### src/rtl/ase_pkg.sv
// rtl/ase_pkg.sv - shared types and header-field constants for the write-response channel
package ase_pkg;

  localparam int ASE_HDR_W = 61;
  localparam int ASE_CNT_W = 16;

  // Transaction type field and the WrFence encoding within it.
  localparam int TX_META_TYPE_HI = 60;
  localparam int TX_META_TYPE_LO = 57;
  localparam logic [3:0] ASE_TX1_WRFENCE = 4'h5;

  typedef enum logic [0:0] {
    ST_NORMAL      = 1'b0,
    ST_FENCE_DRAIN = 1'b1
  } wr_state_e;

  typedef struct packed {
    logic                 valid;
    logic [ASE_HDR_W-1:0] meta;
    logic [ASE_CNT_W-1:0] countdown;
  } wr_slot_t;

  function automatic logic is_wrfence(input logic [ASE_HDR_W-1:0] meta);
    return meta[TX_META_TYPE_HI:TX_META_TYPE_LO] == ASE_TX1_WRFENCE;
  endfunction

endpackage

### src/rtl/wrresp_lfsr32.sv
// rtl/wrresp_lfsr32.sv - 32-bit Galois LFSR (x^32+x^22+x^2+x+1) with enable
module wrresp_lfsr32 #(
  parameter logic [31:0] SEED = 32'h1
) (
  input  logic        clk,
  input  logic        rst,
  input  logic        en,
  output logic [15:0] value
);

  localparam logic [31:0] TAPS = 32'h8020_0003;

  logic [31:0] state;

  always_ff @(posedge clk) begin
    if (rst) begin
      state <= SEED;
    end else if (en) begin
      state <= {1'b0, state[31:1]} ^ (state[0] ? TAPS : 32'h0);
    end
  end

  // Latency draws use only the low bits; the upper half is folded out here.
  assign value = state[15:0];

endmodule

### src/rtl/wrresp_latency_channel.sv
// rtl/wrresp_latency_channel.sv - emulated-latency write-response generator with WrFence ordering
module wrresp_latency_channel
  import ase_pkg::*;
#(
  parameter int          HDR_WIDTH       = ASE_HDR_W,
  parameter int          DEPTH_BASE2     = 4,
  parameter int          FULL_THRESH     = 14,
  parameter int          LAT_MIN         = 4,
  parameter int          LAT_RANGE_BASE2 = 3,
  parameter logic [31:0] LFSR_SEED       = 32'h1
) (
  input  logic                 clk,
  input  logic                 rst,
  input  logic [HDR_WIDTH-1:0] meta_in,
  input  logic                 write_en,
  output logic                 full,
  output logic [HDR_WIDTH-1:0] resp_meta_out,
  output logic                 resp_valid_out,
  output logic                 resp_is_fence,
  output logic                 empty,
  output logic                 overflow,
  output logic [31:0]          count
);

  localparam int DEPTH = 1 << DEPTH_BASE2;
  localparam int OCC_W = DEPTH_BASE2 + 1;
  localparam logic [ASE_CNT_W-1:0] LAT_MASK = ASE_CNT_W'((1 << LAT_RANGE_BASE2) - 1);

  wr_slot_t             slots [DEPTH];
  wr_state_e            state;
  logic [OCC_W-1:0]     occ;
  logic [HDR_WIDTH-1:0] fence_meta;
  logic [15:0]          lfsr_low;

  logic [DEPTH-1:0]     ready_vec;
  logic [DEPTH-1:0]     free_vec;
  logic [DEPTH_BASE2:0] win;
  logic [DEPTH_BASE2:0] alloc;
  logic                 win_found;
  logic [DEPTH_BASE2-1:0] win_idx;
  logic [DEPTH_BASE2-1:0] alloc_idx;
  logic                 accept;
  logic                 in_fence;
  logic                 acc_wr;
  logic                 acc_fence;
  logic                 fence_fire;
  logic [ASE_CNT_W-1:0] lat_load;

  // Returns {found, index} of the lowest set request bit.
  function automatic logic [DEPTH_BASE2:0] pick_lowest(input logic [DEPTH-1:0] req);
    logic [DEPTH_BASE2:0] r;
    r = '0;
    for (int i = DEPTH - 1; i >= 0; i--) begin
      if (req[i]) r = {1'b1, DEPTH_BASE2'(i)};
    end
    return r;
  endfunction

  wrresp_lfsr32 #(
    .SEED (LFSR_SEED)
  ) u_lfsr (
    .clk   (clk),
    .rst   (rst),
    .en    (acc_wr),
    .value (lfsr_low)
  );

  always_comb begin
    ready_vec = '0;
    free_vec  = '0;
    for (int i = 0; i < DEPTH; i++) begin
      ready_vec[i] = slots[i].valid && (slots[i].countdown == '0);
      free_vec[i]  = !slots[i].valid;
    end
  end

  assign win       = pick_lowest(ready_vec);
  assign alloc     = pick_lowest(free_vec);
  assign win_found = win[DEPTH_BASE2];
  assign win_idx   = win[DEPTH_BASE2-1:0];
  assign alloc_idx = alloc[DEPTH_BASE2-1:0];

  assign accept    = write_en && (occ < OCC_W'(DEPTH)) && (state == ST_NORMAL);
  assign in_fence  = is_wrfence(meta_in);
  assign acc_wr    = accept && !in_fence && alloc[DEPTH_BASE2];
  assign acc_fence = accept && in_fence;
  assign lat_load  = ASE_CNT_W'(LAT_MIN) + (lfsr_low[ASE_CNT_W-1:0] & LAT_MASK);

  // The fence leaves one idle output cycle after the last older response.
  assign fence_fire = (state == ST_FENCE_DRAIN) && (occ == '0) && !resp_valid_out;

  always_ff @(posedge clk) begin
    if (rst) begin
      state          <= ST_NORMAL;
      occ            <= '0;
      fence_meta     <= '0;
      resp_meta_out  <= '0;
      resp_valid_out <= 1'b0;
      resp_is_fence  <= 1'b0;
      overflow       <= 1'b0;
      for (int i = 0; i < DEPTH; i++) slots[i] <= '0;
    end else begin
      resp_valid_out <= 1'b0;
      resp_is_fence  <= 1'b0;

      for (int i = 0; i < DEPTH; i++) begin
        if (slots[i].valid && (slots[i].countdown != '0)) begin
          slots[i].countdown <= slots[i].countdown - 1'b1;
        end
      end

      if (win_found) begin
        slots[win_idx].valid <= 1'b0;
        resp_meta_out        <= slots[win_idx].meta;
        resp_valid_out       <= 1'b1;
      end

      if (acc_wr) begin
        slots[alloc_idx].valid     <= 1'b1;
        slots[alloc_idx].meta      <= meta_in;
        slots[alloc_idx].countdown <= lat_load;
      end

      if (write_en && !accept) overflow <= 1'b1;

      occ <= occ + OCC_W'(acc_wr) - OCC_W'(win_found);

      case (state)
        ST_NORMAL: begin
          if (acc_fence) begin
            state      <= ST_FENCE_DRAIN;
            fence_meta <= meta_in;
          end
        end
        ST_FENCE_DRAIN: begin
          if (fence_fire) begin
            state          <= ST_NORMAL;
            resp_meta_out  <= fence_meta;
            resp_valid_out <= 1'b1;
            resp_is_fence  <= 1'b1;
          end
        end
        default: state <= ST_NORMAL;
      endcase
    end
  end

  assign full  = (state == ST_FENCE_DRAIN) || (occ >= OCC_W'(FULL_THRESH));
  assign empty = (occ == '0) && (state == ST_NORMAL);
  assign count = 32'(occ) + 32'(state == ST_FENCE_DRAIN);

endmodule

### config.mk
export PLATFORM = sky130hd
export DESIGN_NAME = wrresp_latency_channel
export DESIGN_NICKNAME = d
export VERILOG_FILES = /design/src/rtl/ase_pkg.sv /design/src/rtl/wrresp_lfsr32.sv /design/src/rtl/wrresp_latency_channel.sv
export SDC_FILE = /design/constraint.sdc
export NUM_CORES = 2
export LEC_CHECK = 0
export CAP_MARGIN = 20
export CORE_ASPECT_RATIO = 1.2
export CORE_MARGIN = 2
export CORE_UTILIZATION = 40
export CTS_CLUSTER_DIAMETER = 30
export DETAILED_ROUTE_END_ITERATION = 7
export PLACE_DENSITY = 0.65
export SYNTH_ARGS = -nofsm -noshare
export SYNTH_HDL_FRONTEND = slang
export SYNTH_HIERARCHICAL = 1
export SYNTH_SLANG_ARGS = --single-unit
### constraint.sdc
create_clock -name clk -period 5.9 [get_ports clk]
set_clock_uncertainty 0.2 [all_clocks]
set_input_delay 0.59 -clock clk [delete_from_list [all_inputs] [get_ports clk]]
set_output_delay 0.59 -clock clk [all_outputs]
set_load 0.02 [all_outputs]
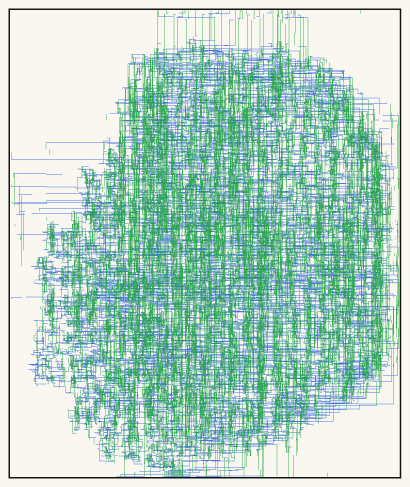
Figure 1: metal layers overlaid.
Two of the layers only.
legend:
  M1:
    color: blue
    wire_length: 78.6 mm
  M2:
    color: green
    wire_length: 98.6 mm
Total Routed Length: 204000 um
post-DR wirelength/cell: 24.9 um
via total after detailed routing: 46300

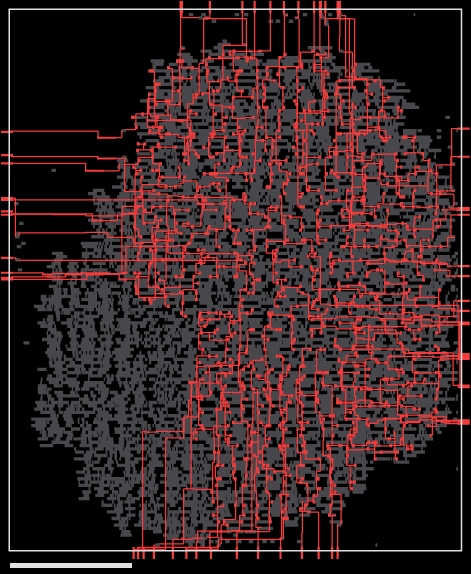
Figure 2: nets reached from selected ports.
The bar under the picture is 100 um long.
legend:
  meta_in:
    color: red
    bits: 61
    direction: input
    end_cells: 1034
    buffers: 63
    wire: 16600 um

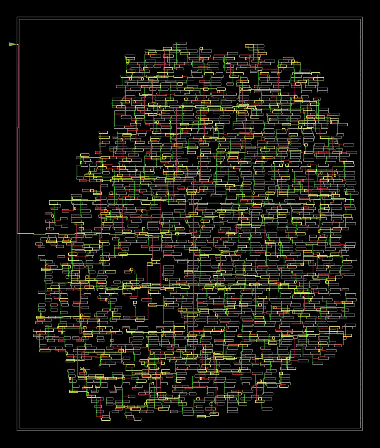
Figure 3: the clock network.
Late-Pin Clk Latency: 0.90 ns
sequential cell count: 1411
Clock Buffer Count: 357
# clock sinks: 1411
CTS Buf Count: 298

==> results.env <==
WL_MET2_UM=98600
CRITICAL_PATH.REG2REG.STARTPOINT='slots[1][3]'
PORT-BUFFER-COUNT=135
FIRST_PASS_ITERS=6
PLACE.DETAILED.INSTANCES=7684
DRC_ERRORS=0
FMAX_MHz=200
SLEW_HEADROOM_PCT=15.2
GRT_PASS1_VIAS=46500
NON_CTS_BUFFERS=274
REGTOREGSETUPSLACK_NS=0.89
LAYOUT_MIN_CYCLE_TIME_NS=5.01
GRT_ANTENNA_BEFORE_REPAIR=17
POWER_DENSITY_nW_PER_UM2=391
CRIT_REQUIRED_NS=6.43
POST_CTS_RESIZE_COUNT=0
COMBAREAFRACTION_PCT=30.4
POSTSYNTHAREAPERCELL_UM2=11.3
FLOW.AREA_GROWTH_FROM_SYNTHESIS_PCT=21.5
TIMING.HOLD.WS_NS=0.0852
SETUP_VIOL_COUNT_FINAL=0
WORSTHOLDENDPOINT='fence_meta[57]'
LARGEST_REGISTER_FFS=1248
WORSTPATHBUFFERINVERTERCOUNT=2
CRITICAL_PATH_CLASS='register to register'
SWSHARE_PCT=24.0
FINAL.PERIOD_UTILIZATION_PCT=84.8
TOP_REGISTER='slots'
RUN_STATUS='complete, no violations'
DIE.SIZE.X_UM=370
SORT_OF_ELEMENT_AT_THE_START_OF_THE_CRITICAL_PATH='register'
DRT-INITIAL-DRC-COUNT=4847
IR_WORST_VDD_mV=0.241
TAPCELL_CNT=2119
CRITICAL_PATH_ARRIVAL_NS=5.54
POWER.COMBINATIONAL.TOTAL_W=0.00252
SYNTH_CELLS=5696
DPL-INSTANCE-AREA_UM2=68200
POWER.LARGEST_GROUP='clock'
LAYOUT.CELL_AREA.NON_FILLER_UM2=78100
ROUTABILITYCONGESTION=0.855
CRITICAL_PATH_PEAK_FANOUT=49
END_KIND='register'
FLOORPLAN.CORE_UTIL_PCT=40.2
RSZ_0062_RAISED_AFTER_GLOBAL_ROUTING='false'
CP_COMMON_CELL='sky130_fd_sc_hd__a21oi_1'
LAYOUT-DRIVE-GT1-SHARE_PCT=11.7
POWERCLK_W=0.0165
N_ALL_INVERTERS=67
ANTENNA_VIOLATING_NETS_POST_ROUTE=0
CELLLEAKAGEPOWER_nW=28.9
HOLD_VIOL=0
GATE_POWER_SHARE_PCT=8.2
INTERNAL-POWER_W=0.0232
FIN_TOTAL_PWR_W=0.0306
CRIT_PATH_MAX_INCR_DELAY_NS=0.58
CLK_SHARE_PCT=12.7
CORE_UM2=160000
SYNTH.CELL_AREA_UM2=64300
GROUTE.LAYER.MET2.USAGE_PCT=41.0
REGTOREGENDPOINT='resp_meta_out[7]'
MIN_PATH_TYPE='input port to register'
SYNTH-WARNING-COUNT=6
DIODES=1
TOP_SIGNAL_LAYER_USED='met5'
POST_CTS_HOLD_BUFFER_COUNT=0
WL_MET3_UM=17500
TOP_AREA_CELL_CLASS='flip-flops and latches'
AVGVIACOUNTPERCELL=5.64
CRITICAL_PATH_DEPTH=12
PLACE_WORST_SETUP_SLACK_NS=0.865
CTS_HTREE_LEVELS=5
MET1_LENGTH_UM=78600
FILLERINSTANCES=13800
LAYOUT.NETS=5966
CLK_ROOT_BUFFER_CELL='sky130_fd_sc_hd__clkbuf_16'
LARGEST_NET_DEGREE_AT_THE_START_OF_GLOBAL_ROUTING=80
FINAL_CELL_COUNT_NO_FILL=8211
STAGE_LOG_WARNINGS=38
